==> config.mk <==
export PLATFORM = sky130hd
export DESIGN_NAME = branch_outcome_tracker_flat
export DESIGN_NICKNAME = d
export VERILOG_FILES = /design/src/rtl/branch_outcome_tracker_if.sv /design/src/rtl/branch_outcome_tracker.sv /design/src/flat_wrapper.sv
export SDC_FILE = /design/constraint.sdc
export NUM_CORES = 1
export LEC_CHECK = 0
export CAP_MARGIN = 25
export CORE_ASPECT_RATIO = 0.5
export CORE_MARGIN = 2
export CORE_UTILIZATION = 55
export CTS_CLUSTER_DIAMETER = 150
export CTS_CLUSTER_SIZE = 28
export DETAILED_ROUTE_END_ITERATION = 10
export PLACE_DENSITY_LB_ADDON = 0.3
export SLEW_MARGIN = 40
export SYNTH_ARGS = -nofsm -noshare
export SYNTH_HDL_FRONTEND = slang
export SYNTH_SLANG_ARGS = --single-unit
==> constraint.sdc <==
create_clock -name clk -period 5.35 [get_ports clk]
set_input_delay 0.8025 -clock clk [delete_from_list [all_inputs] [get_ports clk]]
set_output_delay 0.8025 -clock clk [all_outputs]
set_load 0.01 [all_outputs]
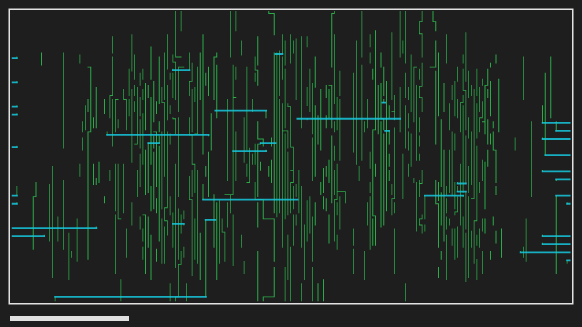
Run 1: wiring by layer
Bar = 20 um. Two of the layers only.
colour	layer	wire length
cyan	M3	178 um
green	M2	2470 um
wire per inst: 13.96 um
final WL: 4913 um
total global-route track usage: 0.2241
Vias: 1973

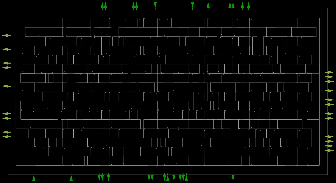
Run 1: cell placement
Core Util, Final: 0.7279
core box area: 3904 um2

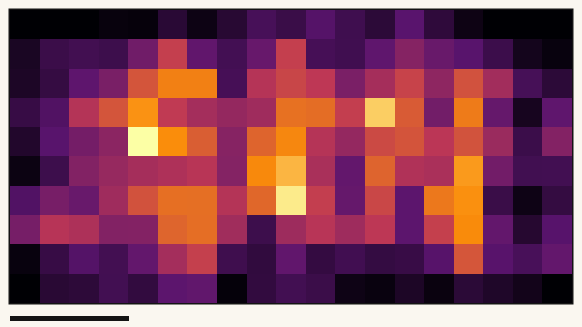
Run 1: routed metal per tile
Bar = 20 um. The die is cut into 19 by 10 equal tiles; black is low, pale yellow is high, scaled to the fullest tile. Values are wire area over tile area, all layers added.
mean over tiles	0.17
fullest tile	0.50
nearly empty tiles	5.3%

==> impl_metrics.csv, run 1 <==
group,metric,value,unit
floorplan,num_rows,16,
timing,fmax,0.3514,GHz
synthesis,syn_area,2248,um2
clock_network,cts_tree,"done",
synthesis,top_area_frac,0.4185,
synthesis,edf_count,0,
synthesis,synthArstFlopShare,0,
global_routing,antenna_found_initial,0,
clock_network,clk_pin_slew,0.08,ns
run_status,outcome,"finished, final reports clean",
clock_network,cts_buffers,5,
clock_network,cts_root_buf,"clkbuf_8",
clock_network,cts.path.max_buffers,2,
timing,fin_ws,2.504,ns
synthesis,yosysTopAreaCell,"dfxtp_1",
layout,final_area,2841,um2
timing,skew,0.006492,ns
worst_setup_path,path_class,"in2reg",
synthesis,avgSynthCellArea,8.994,um2
drt,ant_nets,0,
drt,firstDrtPassIters,4,
## run 1: layout make-up
cell class	instances	area, um2
sequential	47	940.9
clock buffer	7	76.32
multi-input combinational	189	1260
fill	306	1062
inverter	7	26.28
tap	54	67.56
timing repair buffer	47	465.4
clock inverter	1	5.005
## run 1: worst max-delay path, cell delays in order
cell             delay, ns
clkdlybuf4s50_1       0.52
xnor2_4               0.49
o211a_1               0.27
ha_1                  0.14
inv_1                 0.05
fa_1                  0.37
xor2_1                0.16
xnor2_1               0.13
nor3_1                0.13
## run 1: layer usage
metal / global-route usage / wire (um) / vias up
li1: - / - / 979
met1: 0.2706 / 2215 / 937
met2: 0.3952 / 2467 / 49
met3: 0.05564 / 178 / 8
met4: 0.07005 / 51 / 0
met5: 0 / 0 / -
## run 1: cells by family (layout without fill, tap and decap cells)
family,after synthesis,count (layout),synth area share
AND/OR/NAND/NOR,126,126,0.3072
adder cells (fa/ha/maj),7,7,0.04229
AND-OR/OR-AND,23,23,0.06177
flip-flops,47,47,0.4185
multiplexers,6,6,0.03283
XOR/XNOR,27,27,0.1135
buffers and inverters,14,62,0.02393
## run 1: power by group
part / internal [uW] / leakage, uW / switching, uW / total (uW)
registers: 383 / 0.000381 / 35.4 / 418
logic: 115 / 0.000542 / 114 / 229
clock network: 91.9 / 0.0000422 / 112 / 204
## run 1: stage by stage
stage | power, uW | utilization
floorplan | 566.9 | -
global placement | 642.1 | 0.7054
detailed placement | 652.2 | 0.7071
CTS | 857.1 | 0.7279
global route | 902.7 | 0.7279
finish | 851.6 | 0.7279
## run 1: cells in the final DEF (no fill, tap or decap), types with 3 or more instances in the layout
master / n
and4_1: 3
nor4_1: 9
a21oi_1: 7
ha_1: 6
mux2i_1: 4
nor3_1: 17
clkbuf_8: 5
nor4b_1: 3
nand3_1: 13
clkdlybuf4s50_1: 45
o21ai_0: 9
nand4_1: 8
dfxtp_1: 47
inv_1: 7
nor2_1: 37
or3_1: 5
xor2_1: 6
xnor2_1: 20
nor3b_1: 5
nand2_1: 8
and2_1: 4
Run 1, register map, names as in the netlist:
Other sequential cells in the stronger grey, the rest of the logic in the fainter grey.
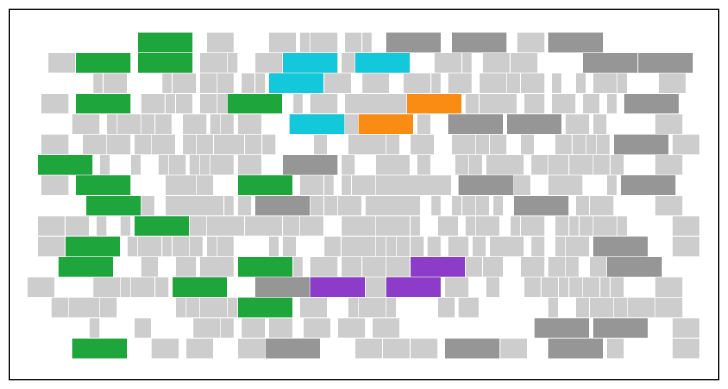

==> run 1 -> run 2 <==
CORE_UTILIZATION = 51   (was 55)
clock period = 2.7 ns   (was 5.35 ns; I/O delays follow)
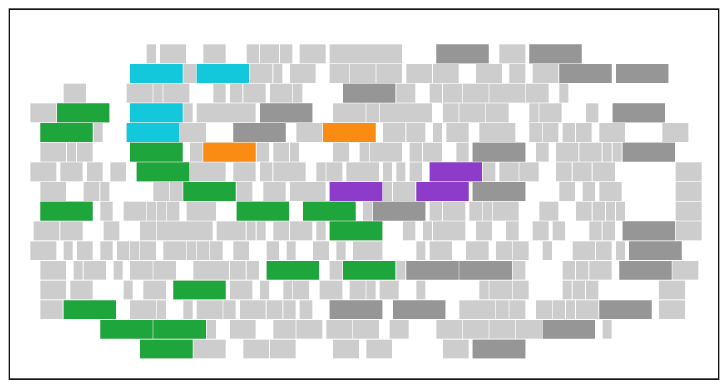
Run 2: register map, names as in the netlist
Other sequential cells in the stronger grey, the rest of the logic in the fainter grey.
colour	signal	flops
cyan	u_core.mem_q	4
purple	u_core.bus.occupancy	3
green	u_core.bus.miss_cnt	16
orange	u_core.rd_ptr_q	2
not coloured	22
Seq group: 828 uW
Core Util, Final: 0.7047
Sequential Area: 940.9 um2
sequential portion of the cell area: 0.3285

==> run 2 against run 1 <==
First-iteration DRC count decreased by 50%. Global-route usage decreased by 2.5 points. Highest routed layer unchanged. Non-clock buffer count increased by 3. Clock power increased by 110%. Utilization decreased by 2.3 points. Largest power group unchanged. Register-to-register slack got worse by 2.4 ns. Critical path depth decreased by 3. Critical path type is now reg2reg.
==> impl_metrics.csv, run 2 <==
group,metric,value,unit
run_status,outcome,"finished, final reports clean",
synthesis,yosysTopAreaCell,"dfxtp_1",
timing,fin_ws,0.2583,ns
clock_network,cts_root_buf,"clkbuf_8",
layout,lay_top_count,"dfxtp_1",
clock_network,clk_pin_slew,0.08,ns
power,p_per_area,597.5,nW/um2
synthesis,edf_count,0,
floorplan,die_height,50.95,um
synthesis,synthArstFlopShare,0,
worst_setup_path,slowest_stage,"mux4_2",
synthesis,syn_area,2248,um2
layout,final_area,2864,um2
synthesis,avgSynthCellArea,8.994,um2
clock_network,cts.path.max_buffers,2,
global_routing,antenna_found_initial,0,
synthesis,aoi_share,0.06177,
clock_network,cts_buffers,5,
power,irDropWorstVdd,253.3,uV
synthesis,xor_share,0.1135,
timing,skew,0.003967,ns
timing,fmax,0.4096,GHz
drt,finalWirelength,4740,um
synthesis,synthTopLogicFamily,"simple AND/OR/NAND/NOR gates",
worst_setup_path,path_class,"reg2reg",
global_routing,track_usage,0.1992,
clock_network,cts_tree,"done",
synthesis,ys_sh_mux,0.03283,
drt,ant_nets,0,
drt,wl_per_cell,13.39,um
synthesis,top_area_frac,0.4185,
synthesis,ys_sh_adder,0.04229,
floorplan,fp.coreArea,4064,um2
==> run 2: cell counts after synthesis <==
Identical to the previous run, type by type.
==> run 2: power breakdown <==
group	switching (uW)	total, uW	internal (uW)
logic	228	462	233
clock network	221	422	201
registers	69.2	828	759
==> run 2: critical path: cells and delay by family (launching register included) <==
kind / cells / cell delay, ns
multiplexers: 2 / 0.89
AND/OR/NAND/NOR: 2 / 0.70
flip-flops: 1 / 0.37
buffers and inverters: 1 / 0.21
XOR/XNOR: 1 / 0.16
==> run 2: per-layer routing <==
layer / up-vias / share of wire / global-route usage
met1: 925 / 0.48 / 0.2496
met5: - / 0 / 0
met4: 0 / 0.0023 / 0.06481
met2: 29 / 0.48 / 0.3425
li1: 991 / - / -
met3: 2 / 0.036 / 0.05062
==> run 2: kinds of logic after synthesis <==
logic type | Yosys count
simple gates | 126
compound gates | 23
xor+xnor | 27
fa+ha+maj | 7
flops | 47
buf+inv | 14
mux | 6
==> run 2: cell type report <==
| cell class | instances | area, um2 | share of cell area |
|---|---|---|---|
| Tap cell | 54 | 67.56 | 0.02359 |
| Sequential cell | 47 | 940.9 | 0.3285 |
| Multi-Input combinational cell | 189 | 1254 | 0.4377 |
| Clock buffer | 6 | 82.58 | 0.02883 |
| Inverter | 7 | 26.28 | 0.009174 |
| Timing Repair Buffer | 50 | 488.0 | 0.1704 |
| Clock inverter | 1 | 5.005 | 0.001747 |
==> run 2: through the flow <==
step	util	total power [uW]
after global placement	0.6832	1282
after global routing	0.7047	1820
final	0.7047	1711
after floorplan	-	1123
after detailed placement	0.6832	1308
after CTS	0.7047	1731
Power is estimated from default activity; no workload was simulated.
